**src/rtl/ex_mem_skid_stage.sv**
```systemverilog
// EX/MEM pipeline register with a one-entry skid buffer. Beats accepted when empty appear one cycle later.
// InReady comes only from registered state, so a stall on OutReady takes effect one beat late. The skid register absorbs that beat.
module ex_mem_skid_stage #(
   parameter int DATA_W = 32,
   parameter int REG_W  = 5,
   parameter int MEM_W  = 2,
   parameter int CNT_W  = 16
) (
   input  logic              Clk,
   input  logic              Reset,
   input  logic              InValid,
   output logic              InReady,
   input  logic              Flush,
   input  logic              RegWrite,
   input  logic              MemToReg,
   input  logic [MEM_W-1:0]  MemWrite,
   input  logic [MEM_W-1:0]  MemRead,
   input  logic [DATA_W-1:0] RData2,
   input  logic [DATA_W-1:0] ALUResult,
   input  logic [DATA_W-1:0] PCAddResult,
   input  logic [REG_W-1:0]  RdReg,
   output logic              OutValid,
   input  logic              OutReady,
   output logic              RegWriteOut,
   output logic              MemToRegOut,
   output logic [MEM_W-1:0]  MemWriteOut,
   output logic [MEM_W-1:0]  MemReadOut,
   output logic [DATA_W-1:0] RData2Out,
   output logic [DATA_W-1:0] ALUResultOut,
   output logic [DATA_W-1:0] PCAddResultOut,
   output logic [REG_W-1:0]  RdRegOut,
   output logic [CNT_W-1:0]  StallCount
);

   localparam int BEAT_W   = 2 + 2 * MEM_W + 3 * DATA_W + REG_W;
   localparam int OFS_PC   = REG_W;
   localparam int OFS_ALU  = OFS_PC + DATA_W;
   localparam int OFS_RD2  = OFS_ALU + DATA_W;
   localparam int OFS_MRD  = OFS_RD2 + DATA_W;
   localparam int OFS_MWR  = OFS_MRD + MEM_W;
   localparam int OFS_M2R  = OFS_MWR + MEM_W;
   localparam int OFS_RW   = OFS_M2R + 1;

   localparam logic [1:0] ST_EMPTY = 2'd0;
   localparam logic [1:0] ST_ONE   = 2'd1;
   localparam logic [1:0] ST_TWO   = 2'd2;

   localparam logic [CNT_W-1:0] CNT_ONE = {{(CNT_W-1){1'b0}}, 1'b1};
   localparam logic [CNT_W-1:0] CNT_MAX = {CNT_W{1'b1}};

   logic [1:0]        r_state;
   logic [BEAT_W-1:0] r_main;
   logic [BEAT_W-1:0] r_skid;
   logic [CNT_W-1:0]  r_stall_cnt;

   logic [1:0]        w_state_nxt;
   logic [BEAT_W-1:0] w_main_nxt;
   logic [BEAT_W-1:0] w_skid_nxt;
   logic [CNT_W-1:0]  w_stall_cnt_nxt;
   logic [BEAT_W-1:0] w_in_beat;
   logic              w_in_ready;
   logic              w_out_valid;
   logic              w_accept;
   logic              w_fire;
   logic              w_stall;

   assign w_in_beat = {RegWrite, MemToReg, MemWrite, MemRead,
                       RData2, ALUResult, PCAddResult, RdReg};

   assign w_in_ready  = (r_state != ST_TWO);
   assign w_out_valid = (r_state == ST_ONE) || (r_state == ST_TWO);
   assign w_accept    = InValid & w_in_ready;
   assign w_fire      = w_out_valid & OutReady;
   assign w_stall     = w_out_valid & ~OutReady & ~Flush;

   // Main is zeroed whenever the stage empties, so control outputs read as a bubble without gating.
   always_comb begin
      w_state_nxt = r_state;
      w_main_nxt  = r_main;
      w_skid_nxt  = r_skid;
      if (Flush) begin
         w_state_nxt = ST_EMPTY;
         w_main_nxt  = '0;
         w_skid_nxt  = '0;
      end else begin
         case (r_state)
            ST_EMPTY: begin
               if (w_accept) begin
                  w_state_nxt = ST_ONE;
                  w_main_nxt  = w_in_beat;
               end
            end
            ST_ONE: begin
               if (w_accept && w_fire) begin
                  w_main_nxt = w_in_beat;
               end else if (w_accept) begin
                  w_state_nxt = ST_TWO;
                  w_skid_nxt  = w_in_beat;
               end else if (w_fire) begin
                  w_state_nxt = ST_EMPTY;
                  w_main_nxt  = '0;
               end
            end
            ST_TWO: begin
               if (w_fire) begin
                  w_state_nxt = ST_ONE;
                  w_main_nxt  = r_skid;
                  w_skid_nxt  = '0;
               end
            end
            default: begin
               w_state_nxt = ST_EMPTY;
               w_main_nxt  = '0;
               w_skid_nxt  = '0;
            end
         endcase
      end
   end

   always_comb begin
      w_stall_cnt_nxt = r_stall_cnt;
      if (w_stall && (r_stall_cnt != CNT_MAX)) begin
         w_stall_cnt_nxt = r_stall_cnt + CNT_ONE;
      end
   end

   always_ff @(posedge Clk) begin
      if (!Reset) begin
         r_state     <= ST_EMPTY;
         r_main      <= '0;
         r_skid      <= '0;
         r_stall_cnt <= '0;
      end else begin
         r_state     <= w_state_nxt;
         r_main      <= w_main_nxt;
         r_skid      <= w_skid_nxt;
         r_stall_cnt <= w_stall_cnt_nxt;
      end
   end

   assign InReady        = w_in_ready;
   assign OutValid       = w_out_valid;
   assign RegWriteOut    = r_main[OFS_RW];
   assign MemToRegOut    = r_main[OFS_M2R];
   assign MemWriteOut    = r_main[OFS_MWR +: MEM_W];
   assign MemReadOut     = r_main[OFS_MRD +: MEM_W];
   assign RData2Out      = r_main[OFS_RD2 +: DATA_W];
   assign ALUResultOut   = r_main[OFS_ALU +: DATA_W];
   assign PCAddResultOut = r_main[OFS_PC +: DATA_W];
   assign RdRegOut       = r_main[REG_W-1:0];
   assign StallCount     = r_stall_cnt;

endmodule

```
**config.mk**
```make
export PLATFORM = sky130hd
export DESIGN_NAME = ex_mem_skid_stage
export DESIGN_NICKNAME = d
export VERILOG_FILES = /design/src/rtl/ex_mem_skid_stage.sv
export SDC_FILE = /design/constraint.sdc
export NUM_CORES = 1
export LEC_CHECK = 0
export CAP_MARGIN = 20
export CORE_MARGIN = 1.5
export CORE_UTILIZATION = 51
export DETAILED_ROUTE_END_ITERATION = 7
export PLACE_DENSITY = 0.83
export SETUP_SLACK_MARGIN = 0.1
export SYNTH_ARGS = -nofsm -noshare
export SYNTH_HDL_FRONTEND = slang
export SYNTH_SLANG_ARGS = --single-unit
```
**constraint.sdc**
```tcl
create_clock -name Clk -period 2.6 [get_ports Clk]
set_input_delay 0.39 -clock Clk [delete_from_list [all_inputs] [get_ports Clk]]
set_output_delay 0.39 -clock Clk [all_outputs]
set_load 0.1 [all_outputs]
```
run_1/ff_map.png
(2 px per um) Other sequential cells in the stronger gray, the rest of the logic in the fainter gray.
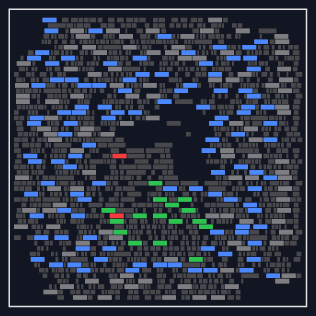
red -> r_state  # placed flops 2
green -> StallCount  # placed flops 16
blue -> r_skid  # placed flops 107, where all over the die
not colored = 107

run_1/sizing.png
(3 px per um)
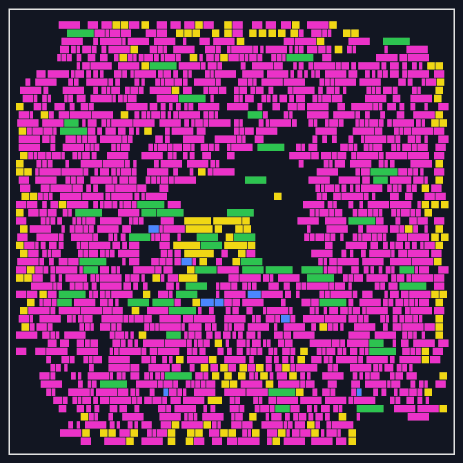
blue -> x2  # cells 8, most used clkinv_2
yellow -> x3 and x4  # cells 152, most used buf_4
green -> x6 and larger  # cells 48, most used clkbuf_16
magenta -> x1 and smaller  # cells 1311, most used dfxtp_1

==> flow_summary.toml, run 1 <==
# generated from flow reports
[detailed_routing]
viasPerCell = 5.988
route.detailed.drc = 0
num_vias = 10712
first_pass_iters = 5
ant_nets = 0
drt-initial-drc-count = 755
route.met2.wl_um = 14760
avgRoutedWirePerCell_um = 17.36
wl_met3_um = 2319

[logic_synthesis]
yosysCellCount = 1341
synth_cell_types = 48
topCellsByArea = "dfxtp_1 (43%), a21oi_1 (10%), a22o_1 (8.8%)"
synth_cells = 1341
netlist_area_um2 = 10700
edf_count = 0
top_area_share_pct = 43.43
post-synth-top-area-cell = "dfxtp_1"
synth_nets = 1459

[floorplanning]
io_pins = 237
rows = 52

[global_route]
grt_max_degree = 91

[critical_path]
critPathArrivalTime_ns = 1.97
cpPeakStageDelay_ns = 0.36
crit_chain = "inv_1, ha_4, buf_12, inv_1, buf_12"
crit_path_top_delay_cell = "dfxtp_1"
end_kind = "output pin"

[power_and_ir_drop]
ir_worst_vdd_uv = 483.3
p_leak_uw = 0.004942
powerDensity_nw_per_um2 = 643.3

[clocking]
cts-root-buf = "clkbuf_16"
hold_buffers = 0
clkTransAtPathRegs_ns = 0.06
numCtsBuffers = 25
clock-sinks = 232
clockBufferDepth = 3
clock_latency_ns = 0.52
post_cts_buffers = 0
cts_max_level = 1

[cells_and_area]
logic_area_um2 = 5552
diodes = 0
drive_above_1_share_pct = 13.69
fillers = 1702

[sta]
fin_crit_sh_pct = 90.74
rsz0062_at_grt = "no"
hold_viol_final = 0
skew_ns = 0.007697
clock.fmax_mhz = 423.9
slew_headroom_pct = 38.95
min_period_ns = 2.359
setup_ws_ns = 0.2407
setup_viol = 0

[run]
tool_warnings = 30
drv_cap = 0

[place]
gp_congestion = 0.8756

[status]
status = "complete, no violations"
run_1/route_heat.png
(2 px per um) 30 x 30 tiles, from black (low) to pale yellow (high), scaled to the fullest tile. Values are wire area over tile area, all layers added.
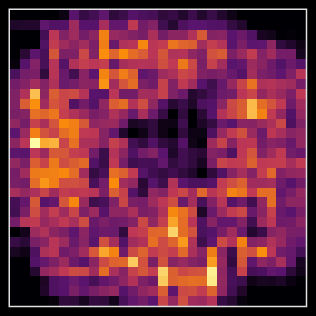
fullest tile = 0.65
nearly empty tiles = 7.2%
tiles over half the peak = 26%

-- run 1: final timing paths --
check	slack, ns	to	cells past startpoint	start
worst min-delay path	0.45	r_skid[15]	2	r_skid[15]
worst min register to register	0.45	r_skid[15]	2	r_skid[15]
worst max register to register	0.31	r_main[33]	7	r_state[0]
worst max-delay path	0.24	InReady	5	r_state[0]
-- run 1: registers in the layout (all words and copies together), names as in the netlist --
register / count
StallCount: 16
r_main: 107
r_skid: 107
r_state: 2
-- run 1: layout make-up --
cell class	count	area share (%)
multi-input combinational	969	40.20
sequential	232	33.64
timing repair buffer	268	17.76
clock buffer	41	5.690
tap	270	2.447
inverter	7	0.1903
clock inverter	2	0.07249
-- run 1: stage by stage --
| stage | cells | power [uW] | cell area (um^2) | hold slack (ns) | utilization, % |
|---|---|---|---|---|---|
| final | 1789 | 8883 | 13810 | 0.4504 | 67.59 |
| after global routing | 1789 | 9163 | 13810 | 0.4660 | 67.59 |
| after CTS | 1789 | 8916 | 13800 | 0.4513 | 67.54 |
| after detailed placement | 1746 | 5496 | 13000 | 0.4433 | 63.61 |
| after global placement | 1746 | 5478 | 13000 | 0.4377 | 63.61 |
| after floorplan | 1341 | 4917 | 10700 | 0.4322 | - |
-- run 1: logic make-up (layout without fill, tap and decap cells) --
| group | after synthesis | after routing | share of synthesized area [%] |
|---|---|---|---|
| AND-OR/OR-AND | 460 | 460 | 26.30 |
| adder cells (fa/ha/maj) | 7 | 7 | 0.7955 |
| buffers and inverters | 140 | 318 | 5.323 |
| flip-flops | 232 | 232 | 43.43 |
| multiplexers | 7 | 7 | 0.6552 |
| AND/OR/NAND/NOR | 495 | 495 | 23.50 |
-- run 1: layer usage --
layer	vias to the layer above	track usage [%]
met2	427	45.12
li1	5121	-
met3	72	4.475
met5	-	0
met1	5092	35.32
met4	0	10.94
-- run 1: synth_stat cells (5+ instances only) --
| master | number |
|---|---|
| nand2b_1 | 9 |
| buf_1 | 5 |
| buf_2 | 17 |
| o21ai_0 | 106 |
| nor3b_1 | 107 |
| a22o_1 | 107 |
| mux2i_1 | 7 |
| inv_1 | 6 |
| clkbuf_1 | 105 |
| buf_4 | 6 |
| nand4_1 | 9 |
| ha_1 | 6 |
| a21oi_1 | 222 |
| nand3_1 | 114 |
| dfxtp_1 | 232 |
| nand2_1 | 228 |
| nor2_1 | 8 |
-- run 1: power breakdown --
part | total, uW | switching [uW] | internal, uW
Clock | 3450 | 1410 | 2040
Sequential | 3690 | 50.9 | 3640
Combinational | 1740 | 1200 | 543
Total | 8880 | 2660 | 6220
-- run 1: worst max-delay path, delay by kind of cell (launching register included) --
kind / cells / cell delay, ns
DFF: 1 / 0.36
buffers and inverters: 4 / 0.84
adders and majority gates: 1 / 0.24
-- run 1: timing repair --
item	CTS	global route
gates resized	2	2
pin swaps	0	1
setup endpoints to repair	1	4
==> run 2, diff against run 1 <==
--- a/config.mk
+++ b/config.mk
@@ -5,11 +5,12 @@
 export SDC_FILE = /design/constraint.sdc
 export NUM_CORES = 1
 export LEC_CHECK = 0
+export ABC_AREA = 1
 export CAP_MARGIN = 20
 export CORE_MARGIN = 1.5
-export CORE_UTILIZATION = 51
+export CORE_UTILIZATION = 45
 export DETAILED_ROUTE_END_ITERATION = 7
-export PLACE_DENSITY = 0.83
+export PLACE_DENSITY = 0.78
 export SETUP_SLACK_MARGIN = 0.1
 export SYNTH_ARGS = -nofsm -noshare
 export SYNTH_HDL_FRONTEND = slang
==> constraint.sdc (replaced) <==
create_clock -name Clk -period 2 [get_ports Clk]
set_input_delay 0.3 -clock Clk [delete_from_list [all_inputs] [get_ports Clk]]
set_output_delay 0.3 -clock Clk [all_outputs]
set_load 0.02 [all_outputs]
==> run 2 against run 1 <==
Compared with the run above: area after synthesis down 6.6%; sequential share of layout area barely moved; hold slack got worse by 0.072 ns; clock power up 34%; first-iteration DRC count fell by 2.3%; wire length is 1.4% higher; sequential power is about 30% higher; largest cell class unchanged.
==> flow_summary.toml, run 2 <==
# generated from flow reports
[logic_synthesis]
synth_cell_types = 24
synth_nets = 1582
synth_cells = 1464
topCellsByArea = "dfxtp_1 (47%), nand2_1 (26%), a21oi_1 (11%)"
yosys-top-cells-count = "nand2_1 (680), dfxtp_1 (232), a21oi_1 (229), nand3_1 (98), nor2_1 (49)"
ys_sh_aoi_pct = 12.77
top_area_share_pct = 46.52
mux_area_share_pct = 0
yosysCellCount = 1464
xor_share_pct = 0.5263
top_cell = "nand2_1"
edf_count = 0
netlist_area_um2 = 9985
simple_gate_area_share_pct = 33.46
logic_family = "simple AND/OR/NAND/NOR gates"
post-synth-top-area-cell = "dfxtp_1"
fa_ha_area_share_pct = 0.7519

[clocking]
clockBufferDepth = 3
cts-root-buf = "clkbuf_16"
clkTransAtPathRegs_ns = 0.06
cts_max_level = 1
clock-sinks = 232
clock_latency_ns = 0.52
numCtsBuffers = 25

[floorplanning]
rows = 54
io_pins = 237
die_w_um = 152.0

[global_route]
grt_max_degree = 108
grt_usage_pct = 24.58
antenna_found_initial = 0

[sta]
min_period_ns = 1.852
fin_crit_sh_pct = 92.62
slew_headroom_pct = 61.08
setup_viol = 0
skew_ns = 0.009121
report.final.slew_viol_count = 0
hold_viol_final = 0
rsz0062_at_grt = "yes"
clock.fmax_mhz = 539.9

[detailed_routing]
route.detailed.drc = 0
num_vias = 10454
ant_nets = 0
viasPerCell = 5.320
avgRoutedWirePerCell_um = 16.02
first_pass_iters = 7

[critical_path]
critPathRequiredTime_ns = 1.70
ff2ff_setup_slack_ns = 0.16
crit_path_top_delay_cell = "clkdlybuf4s50_1"
startpoint = "StallCount[13]"
reg2reg_from = "r_state[1]"
path_delay_family = "buffers and inverters"
end_kind = "output pin"
crit_buf_inv = 1
crit_chain = "clkdlybuf4s50_1"
critPathArrivalTime_ns = 1.55
cpPeakStageDelay_ns = 0.64

[power_and_ir_drop]
finalPower_uw = 11190
p_leak_uw = 0.005444
powerDensity_nw_per_um2 = 809.8
ir_worst_vdd_uv = 503.7

[cells_and_area]
fin_area_um2 = 13820
diodes = 0
drive_above_1_share_pct = 6.528
final_core_util_pct = 63.33
area_growth_pct = 38.42
final_nets = 1788

[run]
drv_cap = 0
tool_warnings = 35

[place]
dp_hpwl_um = 17760
gp_congestion = 0.8234
dpl_cell_area_um2 = 12700

[status]
status = "complete, no violations"

[worst_hold_path]
min_from = "RdReg[1]"
==> run 2: cell types whose count changed after synthesis, moves of 9 or more <==
cell / previous run / this run
clkbuf_1: 105 / 45
a22o_1: 107 / 0
inv_1: 6 / 17
nand2_1: 228 / 680
nand2b_1: 9 / 0
o21ai_0: 106 / 24
nor3b_1: 107 / 0
nand3_1: 114 / 98
nor2_1: 8 / 49
buf_2: 17 / 34
==> run 2: layout make-up <==
type                       count  area (um^2)
timing repair buffer         284         3092
inverter                      20        98.84
sequential                   232         4644
clock buffer                  40        782.0
tap                          280        350.3
multi-input combinational   1107         4818
clock inverter                 2        35.03
fill                        1895         8003
==> run 2: cell families after synthesis <==
family / count (synthesis)
simple gates: 841
compound gates: 254
flops: 232
buf+inv: 125
xor+xnor: 6
fa+ha+maj: 6
==> run 2: timing repair <==
action | CTS | global route
setup buffers | 0 | 1
pin swaps | 0 | 2
gates cloned | 0 | 8
resized | 21 | 37
setup endpoints to repair | 32 | 226
hold buffers | 0 | 0
==> run 2: power breakdown <==
| group | internal [uW] | switching [uW] |
|---|---|---|
| sequential | 4740 | 64.3 |
| clock | 2770 | 1840 |
| combinational | 750 | 1030 |
| total | 8260 | 2940 |
==> run 2: per-stage QoR <==
step                      hold slack [ns]  setup slack [ns]  instances
after floorplan                    0.4204            0.1440       1464
after global placement             0.4515           0.09023       1914
after detailed placement           0.4547          0.004900       1914
after CTS                          0.3644           0.07307       1956
after global routing               0.3843           0.04985       1965
final                              0.3780            0.1477       1965
==> run 2: path summary, 6_finish.rpt <==
path	endpoint	cells past startpoint
hold / removal	r_skid[1]	3
hold reg to reg	r_main[63]	2
setup reg to reg	r_skid[52]	11
setup / recovery	StallCount[13]	1
==> run 2: per-layer routing <==
layer,routed length (um),share of wire [%],vias up,track usage (%)
met4,859,2.7,0,7.166
met3,2606,8.3,62,5.134
li1,-,-,5109,-
met2,14770,47,444,42.04
met5,0,0,-,0
met1,13250,42,4839,31.17
run_2/m3.png
(3 px per um)
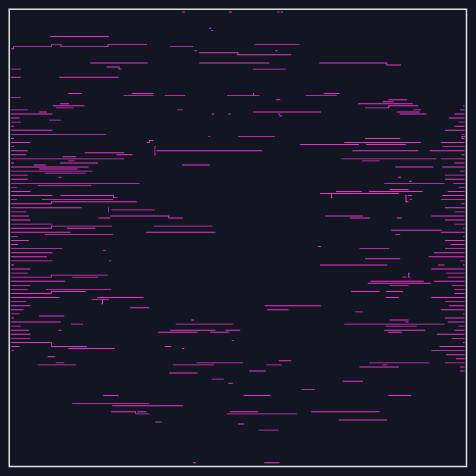
nets with wire on the layer = 219
longest straight run = 42.5 um

run_2/sizing.png
(3 px per um)
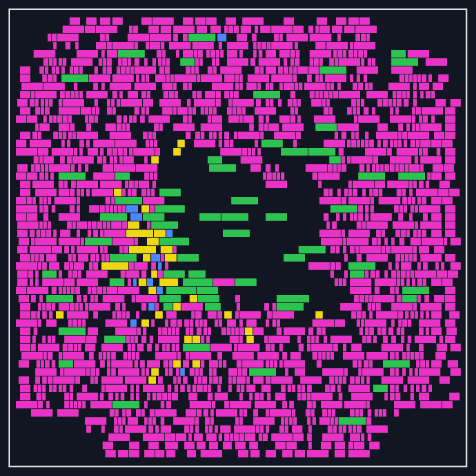
yellow -> x3 and x4  # cells 33, most used buf_4
magenta -> x1 and smaller  # cells 1575, most used nand2_1
green -> x6 and larger  # cells 65, most used clkbuf_16
blue -> x2  # cells 12, most used nand2_2

Power is estimated from default activity; no workload was simulated.
